===== config.mk =====
export PLATFORM = sky130hd
export DESIGN_NAME = fetch_stage_flat
export DESIGN_NICKNAME = d
export VERILOG_FILES = /design/src/rtl/riscv_pkg.sv /design/src/rtl/fetch_stage_if.sv /design/src/rtl/fetch_stage.sv /design/src/flat_wrapper.sv
export SDC_FILE = /design/constraint.sdc
export NUM_CORES = 1
export LEC_CHECK = 0
export CAP_MARGIN = 20
export CORE_AREA = 2 2 103 105
export CTS_CLUSTER_DIAMETER = 60
export CTS_CLUSTER_SIZE = 20
export DETAILED_ROUTE_END_ITERATION = 16
export DIE_AREA = 0 0 105 107
export GPL_ROUTABILITY_DRIVEN = 0
export PLACE_DENSITY = 0.91
export SLEW_MARGIN = 20
export SYNTH_ARGS = -nofsm -noshare
export SYNTH_HDL_FRONTEND = slang
export SYNTH_SLANG_ARGS = --single-unit

===== constraint.sdc =====
create_clock -name clk -period 4.1 [get_ports clk]
set_input_delay 0.82 -clock clk [delete_from_list [all_inputs] [get_ports clk]]
set_output_delay 0.82 -clock clk [all_outputs]
set_load 0.005 [all_outputs]

===== src/rtl/riscv_pkg.sv =====
// Shared RV32I pipeline definitions.
//   XLEN            - architectural register / address width
//   NOP_INSTR       - addi x0,x0,0, driven into IF/ID on bubbles
//   fetch_state_t   - instruction-fetch FSM states
package riscv_pkg;

    localparam int unsigned XLEN = 32;

    localparam logic [XLEN-1:0] NOP_INSTR = 32'h0000_0013;

    typedef enum logic [1:0] {
        FETCH = 2'd0,
        WAIT  = 2'd1,
        HOLD  = 2'd2
    } fetch_state_t;

endpackage


===== src/rtl/fetch_stage_if.sv =====
// Instruction-memory request/response bundle.
//   req    - fetch request (master -> slave)
//   addr   - word-aligned fetch address (master -> slave)
//   gnt    - request accepted this cycle (slave -> master)
//   rvalid - response data valid, one per granted request (slave -> master)
//   rdata  - returned instruction word (slave -> master)
interface fetch_stage_if import riscv_pkg::*; ();

    logic            req;
    logic [XLEN-1:0] addr;
    logic            gnt;
    logic            rvalid;
    logic [XLEN-1:0] rdata;

    modport master (
        output req,
        output addr,
        input  gnt,
        input  rvalid,
        input  rdata
    );

    modport slave (
        input  req,
        input  addr,
        output gnt,
        output rvalid,
        output rdata
    );

endinterface


===== src/rtl/fetch_stage.sv =====
// Instruction-fetch stage of the 5-stage RV32I pipeline. Owns the PC, issues
// at most one outstanding instruction-memory request, applies hazard stalls
// and EX redirects, and presents an instruction (or NOP bubble) to IF/ID.
//
// Ports:
//   clk, resetn          - clock, asynchronous active-low reset
//   enable               - hazard-unit advance (0 = stall)
//   redirect_valid/_pc   - EX branch-taken / jump target
//   imem                 - instruction-memory interface (master side)
//   instr_if, pc_if,
//   pc_plus4_if          - instruction, its PC and PC+4 towards IF/ID
//   instr_valid_if       - instr_if is a real fetched instruction
//   fetch_misaligned_if  - redirect target was not word-aligned
//
// Build option: define FETCH_ALIGN_CHECK_EN to flag misaligned redirect
// targets instead of silently aligning them.
module fetch_stage import riscv_pkg::*; #(
    parameter logic [XLEN-1:0] RESET_PC = '0
) (
    input  logic            clk,
    input  logic            resetn,
    input  logic            enable,
    input  logic            redirect_valid,
    input  logic [XLEN-1:0] redirect_pc,
    fetch_stage_if.master   imem,
    output logic [XLEN-1:0] instr_if,
    output logic [XLEN-1:0] pc_if,
    output logic [XLEN-1:0] pc_plus4_if,
    output logic            instr_valid_if,
    output logic            fetch_misaligned_if
);

    fetch_state_t    state;
    logic [XLEN-1:0] pc;
    logic [XLEN-1:0] pc_next4;
    logic [XLEN-1:0] target;
    logic [XLEN-1:0] ibuf;
    logic            kill;
    logic            misaligned;

    assign pc_next4 = pc + 32'd4;

`ifdef FETCH_ALIGN_CHECK_EN
    assign target = redirect_pc;

    // Sticky until the next redirect; an aligned redirect clears it.
    always_ff @(posedge clk or negedge resetn) begin
        if (!resetn) begin
            misaligned <= 1'b0;
        end else if (redirect_valid) begin
            misaligned <= |redirect_pc[1:0];
        end
    end
`else
    assign target     = redirect_pc & ~32'h3;
    assign misaligned = 1'b0;
`endif

    assign fetch_misaligned_if = misaligned;
    assign pc_if               = pc;
    assign pc_plus4_if         = pc_next4;

    // Outputs are combinational so returned data reaches IF/ID in the same
    // cycle and the next request can be issued back-to-back with it.
    always_comb begin
        imem.req       = 1'b0;
        imem.addr      = pc;
        instr_if       = NOP_INSTR;
        instr_valid_if = 1'b0;
        if (!redirect_valid) begin
            unique case (state)
                FETCH: begin
                    imem.req = !misaligned;
                end
                WAIT: begin
                    if (imem.rvalid && !kill) begin
                        instr_if       = imem.rdata;
                        instr_valid_if = 1'b1;
                        if (enable) begin
                            imem.req  = 1'b1;
                            imem.addr = pc_next4;
                        end
                    end
                end
                HOLD: begin
                    instr_if       = ibuf;
                    instr_valid_if = 1'b1;
                end
                default: ;
            endcase
        end
    end

    always_ff @(posedge clk or negedge resetn) begin
        if (!resetn) begin
            state <= FETCH;
            pc    <= RESET_PC;
            kill  <= 1'b0;
            ibuf  <= '0;
        end else if (redirect_valid) begin
            pc <= target;
            // A request still in flight must have its response dropped
            // before the target is fetched.
            if (state == WAIT && !imem.rvalid) begin
                kill  <= 1'b1;
                state <= WAIT;
            end else begin
                kill  <= 1'b0;
                state <= FETCH;
            end
        end else begin
            unique case (state)
                FETCH: begin
                    if (imem.req && imem.gnt) begin
                        state <= WAIT;
                    end
                end
                WAIT: begin
                    if (imem.rvalid) begin
                        if (kill) begin
                            kill  <= 1'b0;
                            state <= FETCH;
                        end else if (enable) begin
                            pc    <= pc_next4;
                            state <= imem.gnt ? WAIT : FETCH;
                        end else begin
                            ibuf  <= imem.rdata;
                            state <= HOLD;
                        end
                    end
                end
                HOLD: begin
                    if (enable) begin
                        pc    <= pc_next4;
                        state <= FETCH;
                    end
                end
                default: state <= FETCH;
            endcase
        end
    end

endmodule


===== src/flat_wrapper.sv =====
// flat-port wrapper written by rule: the top's interface ports become plain ports
module fetch_stage_flat import riscv_pkg::*;
#(
    parameter logic [XLEN-1:0] RESET_PC = '0
)
  (clk, resetn, enable, redirect_valid, redirect_pc, instr_if, pc_if, pc_plus4_if, instr_valid_if, fetch_misaligned_if, imem_req, imem_addr, imem_gnt, imem_rvalid, imem_rdata);
  fetch_stage_if imem_i ();
  input  logic clk;
  input  logic resetn;
  input  logic enable;
  input  logic redirect_valid;
  input  logic [XLEN-1:0] redirect_pc;
  output logic [XLEN-1:0] instr_if;
  output logic [XLEN-1:0] pc_if;
  output logic [XLEN-1:0] pc_plus4_if;
  output logic instr_valid_if;
  output logic fetch_misaligned_if;
  output wire logic [$bits(imem_i.req)-1:0] imem_req;
  output wire logic [$bits(imem_i.addr)-1:0] imem_addr;
  input wire logic [$bits(imem_i.gnt)-1:0] imem_gnt;
  input wire logic [$bits(imem_i.rvalid)-1:0] imem_rvalid;
  input wire logic [$bits(imem_i.rdata)-1:0] imem_rdata;
  assign imem_req = imem_i.req;
  assign imem_addr = imem_i.addr;
  assign imem_i.gnt = imem_gnt;
  assign imem_i.rvalid = imem_rvalid;
  assign imem_i.rdata = imem_rdata;
  fetch_stage #(.RESET_PC(RESET_PC)) u_core (.clk(clk), .resetn(resetn), .enable(enable), .redirect_valid(redirect_valid), .redirect_pc(redirect_pc), .imem(imem_i), .instr_if(instr_if), .pc_if(pc_if), .pc_plus4_if(pc_plus4_if), .instr_valid_if(instr_valid_if), .fetch_misaligned_if(fetch_misaligned_if));
endmodule

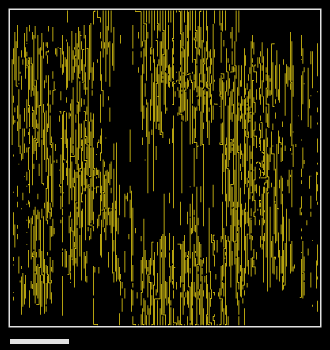
*The metal 2 layer, run 1*
The bar under the picture is 20 um long.
- nets with wire on the layer: 681
- main direction: vertical
- wire length on this layer: 7550 um
- share of all routed wire: 53%
- longest straight run: 40.5 um
final wirelength: 14200 um
vias: 4608
M2 GR Usage: 0.467

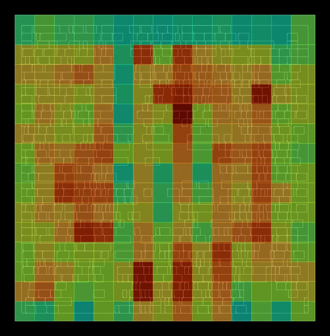
*Track usage over the die, run 1*
Tot GR Track Use: 0.257
GRT met3 Usage: 0.0565
met1 usage: 0.305
drt wl/cell: 17.0 um

==> deck_impl_summary.md, run 1 <==
Synthesis and Place & Route Summary

Final timing
  – WHS: between 0.5 and 0.6 ns
  – Cycle use final: 0.949
  – Setup tns final: 0 ns
  – FMAX: 257 MHz
  – Setup Skew: between 0.01 and 0.015 ns
  – Slew headroom: 0.365

Clock network
  – Clock Latency Late Sink: 0.34 ns
  – CTS tree: yes
  – Clock Pin Slew Worst Setup and Hold Paths: ~0.08 ns

Power
  – Maximum vdd drop: 0.261 mV

Route
  – Drt first pass iters: 5
  – Vias per cell: between 5 and 6
  – DRT iter0 DRCs: roughly 190
  – Met1 wire length: 5460 um
  – Post-DRT Antenna Nets: 0

Synthesis
  – Syn. warnings: 0
  – Yosys Chip Area: approximately 0.0046 mm^2
  – Async SR Flop Fraction: 1.00
  – Post-synth seq share: 0.351

Global route
  – Largest net degree at the start of global routing: slightly below 70
  – Initial antenna violation count: 0
  – First-pass GRT wire length: between 20000 and 25000 um
  – Vias in the first global route: roughly 4600

Min path
  – Hold Path End: u_core.ibuf[8]$_DFFE_PN0P_

Worst setup path
  – Worst reg2reg startpoint: u_core.state[0]$_DFFE_PN0P_
  – CP max stage delay: a little over 0.5 ns
  – Crit path cell chain: clkdlybuf4s50_1 -> nor2b_1 -> and2_1 -> nand3_2 -> nor3_1 -> xor2_1 -> clkdlybuf4s50_1
  – R2R cell count: 7
  – Critical path's slowest cell: clkdlybuf4s50_1
  – Most common cell type on the critical path: clkdlybuf4s50_1
  – Top delay family on crit path: simple AND/OR/NAND/NOR gates
  – CP startpoint kind: input pin
  – WP buf/inv: 2
  – Capturing point of the worst reg2reg path: u_core.pc_if[29]$_DFFE_PN0P_

Outcome
  – Status: complete, no violations

Placement
  – Post-Place Worst Slack: approximately 0.22 ns
  – DP HPWL: ~11000 um

Cells and area
  – Commonest Layout Cell: clkdlybuf4s50_1
  – Final design utilization: 0.674
  – Filler Cell Count: 808

Die
  – Fp util: 0.459
  – # rows: 37
  – IO Count: between 200 and 250

Job
  – Tool warnings: 30
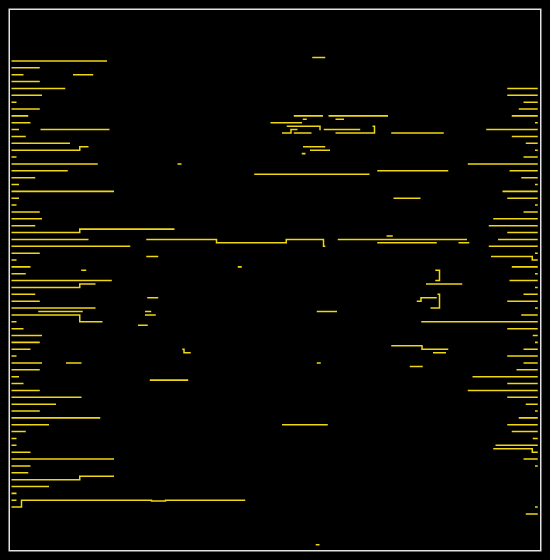
*Metal 3, run 1*
- share of all routed wire: 7.6%
- nets with wire on the layer: 162
- longest straight run: 25.8 um

[run 1: report_power, final]
part	total [mW]	internal, mW	switching, mW
logic	0.952	0.539	0.413
registers	1.00	0.835	0.165
clock network	0.691	0.423	0.268
total	2.64	1.80	0.846
[run 1: worst reg2reg max path, stage by stage, from the launching register on]
cell and delay, ns:
dfrtp_1 0.41, inv_1 0.10, ha_1 0.37, nor2b_1 0.26
o21a_1 0.62, nand4_1 0.21, xor2_1 0.18, o21ai_0 0.17
[run 1: Yosys cell counts, types with 2 or more instances]
| library cell | n | share of area |
|---|---|---|
| a21oi_1 | 7 | 0.0076 |
| a221o_1 | 3 | 0.0065 |
| a22oi_1 | 30 | 0.049 |
| a41oi_1 | 2 | 0.0038 |
| and2_1 | 2 | 0.0027 |
| and3_1 | 4 | 0.0054 |
| and4_1 | 3 | 0.0057 |
| buf_2 | 22 | 0.024 |
| buf_4 | 9 | 0.015 |
| buf_6 | 2 | 0.0049 |
| clkbuf_1 | 19 | 0.015 |
| dfrtp_1 | 65 | 0.35 |
| ha_1 | 4 | 0.011 |
| inv_1 | 8 | 0.0065 |
| mux2_2 | 32 | 0.078 |
| mux2i_1 | 2 | 0.0043 |
| nand2_1 | 62 | 0.050 |
| nand2b_1 | 4 | 0.0054 |
| nand3_1 | 11 | 0.012 |
| nand3_2 | 2 | 0.0043 |
| nand3_4 | 3 | 0.011 |
| nand4_1 | 10 | 0.014 |
| nor2_1 | 63 | 0.051 |
| nor2b_1 | 14 | 0.019 |
| nor3_1 | 7 | 0.0076 |
| nor4_4 | 3 | 0.014 |
| o21ai_0 | 33 | 0.036 |
| o311ai_0 | 6 | 0.011 |
| or3_1 | 7 | 0.0095 |
| xnor2_1 | 34 | 0.064 |
| xor2_1 | 38 | 0.072 |
[run 1: layout make-up]
class                   count  area share
multi-input cells         407       0.400
repair buffers            204       0.295
flip-flops and latches     65       0.239
well taps                 136      0.0250
clock buffers              10      0.0202
clock inverters             6      0.0169
inverters                   8     0.00442
[run 1: how the worst max path moves through the flow]
stage | from | to | cells after the start
3_3_place_gp | enable | imem_addr[30] | 7
5_1_grt | enable | imem_addr[30] | 7
3_5_place_dp | enable | imem_addr[30] | 7
4_1_cts | enable | imem_addr[30] | 7
6_report | enable | imem_addr[30] | 7
2_1_floorplan | imem_rvalid | imem_addr[31] | 7
[run 1: kinds of logic after synthesis]
family                   after synthesis  share of synthesized area
adder cells (fa/ha/maj)                4                     0.0108
buffers and inverters                 62                     0.0670
XOR/XNOR                              72                      0.136
other                                  1                   0.000809
multiplexers                          34                     0.0821
AND/OR/NAND/NOR                      206                      0.234
flip-flops                            65                      0.351
AND-OR/OR-AND                         84                      0.118
[run 1: state kept, by name, indices dropped and copies added (netlist names)]
signal	cells
u_core.ibuf	32
u_core.kill	1
u_core.state	2
u_core.pc_if	30
[run 1: metal layers]
metal,up-vias,GRT usage
met5,-,0
met4,0,0.0705
met3,13,0.0565
met2,215,0.467
met1,2252,0.305
li1,2128,-
### Logic cells by family, run 1

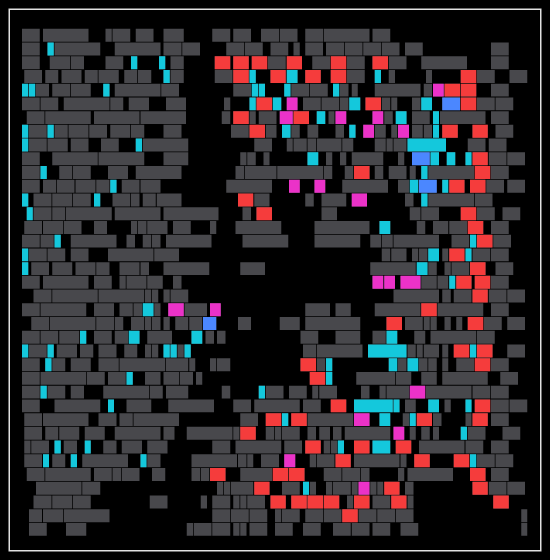

==> inputs of run 2 (changes only) <==
- CORE_AREA: 2 2 103 105 -> 2 2 122 89
- DIE_AREA: 0 0 105 107 -> 0 0 124 91
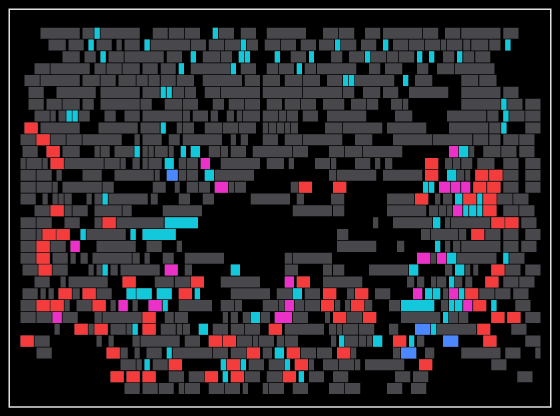
*Logic cells by family, run 2*
- blue: non-inverting ao/oa cells (cells 4; most used a221o_1)
- cyan: nor cells (cells 89; most used nor2_1; where all over the die)
- magenta: and/or cells (cells 20; most used or3_1)
- red: xor and xnor cells (cells 72; most used xor2_1)

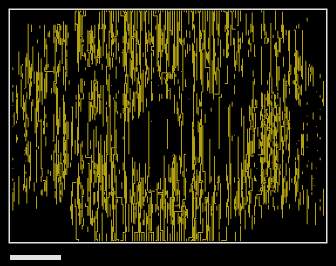
*The metal 2 layer, run 2*
The bar under the picture is 20 um long.
- main direction: vertical
- nets with wire on the layer: 676
vias: 4552
M2 GR Usage: 0.425
final wirelength: 14400 um

==> run 2 against run 1 <==
Sequential share of layout area is 0.17 points lower. Routed wire length up 1.3%. Global-route usage rose by 0.42 points. Worst hold slack got worse by 0.011 ns. Cell area is 0.72% higher. Core utilization up 0.53 points. Count of clock-buffer cells in the layout is 1 higher. Setup slack lost 0.0029 ns. Highest routed layer unchanged. Sequential cell count unchanged. First-iteration DRC count is 82% higher. Clock power increased by 11%.
==> deck_impl_summary.md, run 2 <==
Synthesis and Place & Route Summary

Synthesis
  – Syn. warnings: 0
  – Most common cell in the netlist: dfrtp_1
  – Post-synth seq share: 0.351
  – Area leader share: 0.351
  – Async SR Flop Fraction: 1.00
  – Yosys Chip Area: about 0.0046 mm^2
  – Ranking of synthesized cells by area: dfrtp_1 35%, mux2_2 7.8%, xor2_1 7.2%
  – Most instantiated cells after synthesis: 65 x dfrtp_1, 63 x nor2_1, 62 x nand2_1, 38 x xor2_1, 34 x xnor2_1
  – Largest area contributor in the netlist: dfrtp_1

Job
  – Tool warnings: 30

Route
  – Vias per cell: around 5.5
  – Drt wl/cell: about 17 um
  – DRT iter0 DRCs: 348
  – Drt first pass iters: 4
  – Post-DRT Antenna Nets: 0

Global route
  – Vias in the first global route: around 4600
  – Initial antenna violation count: 0
  – Largest net degree at the start of global routing: 68
  – First-pass GRT wire length: ~24000 um

Worst setup path
  – Critical path's slowest cell: clkdlybuf4s50_1
  – Crit path cell chain: clkdlybuf4s50_1 -> and3b_1 -> buf_4 -> nand2_1 -> nor2_1 -> xor2_1 -> clkdlybuf4s50_1
  – Most common cell type on the critical path: clkdlybuf4s50_1
  – CP startpoint kind: input pin
  – CP max stage delay: 0.53 ns

Die
  – # rows: 31
  – IO Count: approximately 200
  – Fp util: 0.459
  – Die area: 0.0113 mm^2

Outcome
  – Status: complete, no violations

Final timing
  – Setup tns final: 0 ns
  – Cycle use final: 0.950
  – FMAX: ~260 MHz
  – Endpoints failing setup: 0
  – Slew headroom: 0.350
  – Setup Skew: approximately 0.0035 ns
  – Final slew viol count: 0
  – WHS: roughly 0.51 ns

Power
  – Maximum vdd drop: 0.292 mV
  – Internal Power: 1.86 mW
  – P_sw: 0.849 mW
  – Sw Share: 0.313
  – Logic pwr share: 0.350
  – Clock share of power: 0.282
  – Power Total: 2.71 mW

Clock network
  – Clock Pin Slew Worst Setup and Hold Paths: 0.05 ns
  – Clock tree buffer depth: 2
  – Clock Latency Late Sink: roughly 0.32 ns

Placement
  – I/O Buffers: 191

Cells and area
  – Commonest Layout Cell: clkdlybuf4s50_1
  – Register with the most flip-flops: u_core.ibuf
## run 2: routing by layer
metal	global-route usage	share of wire	wire length, um
met1	0.358	0.44	6330
met2	0.425	0.50	7140
met3	0.0509	0.052	752
met4	0.0609	0.013	184
met5	0	0	0
## run 2: logic make-up (layout without fill, tap and decap cells)
kind of cell | after synthesis | count (layout) | synth area share
xor gates and xnor gates | 72 | 72 | 0.136
buffers and inverters | 62 | 229 | 0.0670
DFF | 65 | 65 | 0.351
AOI/OAI and AO/OA | 84 | 84 | 0.118
adders and majority gates | 4 | 4 | 0.0108
other | 1 | 7 | 0.000809
and+or+nand+nor | 206 | 206 | 0.234
muxes | 34 | 34 | 0.0821
## run 2: final timing paths
kind                       slack [ns]  depth (start not counted)                   startpoint                      endpoint
max in group asynchronous        2.51                          2                       resetn   u_core.ibuf[28]$_DFFE_PN0P_
hold / removal                   0.51                          1  u_core.ibuf[23]$_DFFE_PN0P_   u_core.ibuf[23]$_DFFE_PN0P_
setup reg to reg                 1.62                          8  u_core.state[1]$_DFFE_PN0P_  u_core.pc_if[29]$_DFFE_PN0P_
hold reg to reg                  0.51                          1  u_core.ibuf[23]$_DFFE_PN0P_   u_core.ibuf[23]$_DFFE_PN0P_
min in group asynchronous        0.65                          1                       resetn   u_core.ibuf[25]$_DFFE_PN0P_
setup / recovery                 0.21                          7                  imem_rvalid                 imem_addr[12]
## run 2: power by group through the flow
stage / combinational, mW / sequential (mW) / clock, mW
2_1_floorplan: 0.545 / 0.937 / 0
3_3_place_gp: 0.911 / 0.979 / 0
3_5_place_dp: 0.946 / 1.00 / 0
4_1_cts: 0.953 / 0.992 / 0.780
5_1_grt: 1.04 / 1.02 / 0.814
6_report: 0.948 / 0.997 / 0.764
## run 2: cell type report
type                            count  area (um^2)
Fill cell                         804         3230
Multi-Input combinational cell    407         2720
Timing Repair Buffer              205         2010
Sequential cell                    65         1630
Tap cell                          132          165
Clock buffer                       11          243
Inverter                            8         30.0
Clock inverter                      5         55.1
## run 2: per-stage QoR
step / worst slack, ns / std cells / utilization
after detailed placement: 0.207 / 817 / 0.649
after floorplan: 1.38 / 534 / -
final: 0.205 / 833 / 0.679
after CTS: 0.198 / 833 / 0.679
after global routing: 0.0324 / 833 / 0.679
after global placement: 0.266 / 817 / 0.649
## run 2: timing repair
item                                   4_1_cts  5_1_grt
resized                                      0        1
endpoints found under the hold margin        0        0
setup endpoints to repair                    0        1
## run 2: worst max-delay path, delay by kind of cell
family                    cells  cell delay, ns
xor gates and xnor gates      1            0.20
buffers and inverters         3            1.22
and+or+nand+nor               3            0.83
Power is estimated from default activity; no workload was simulated.
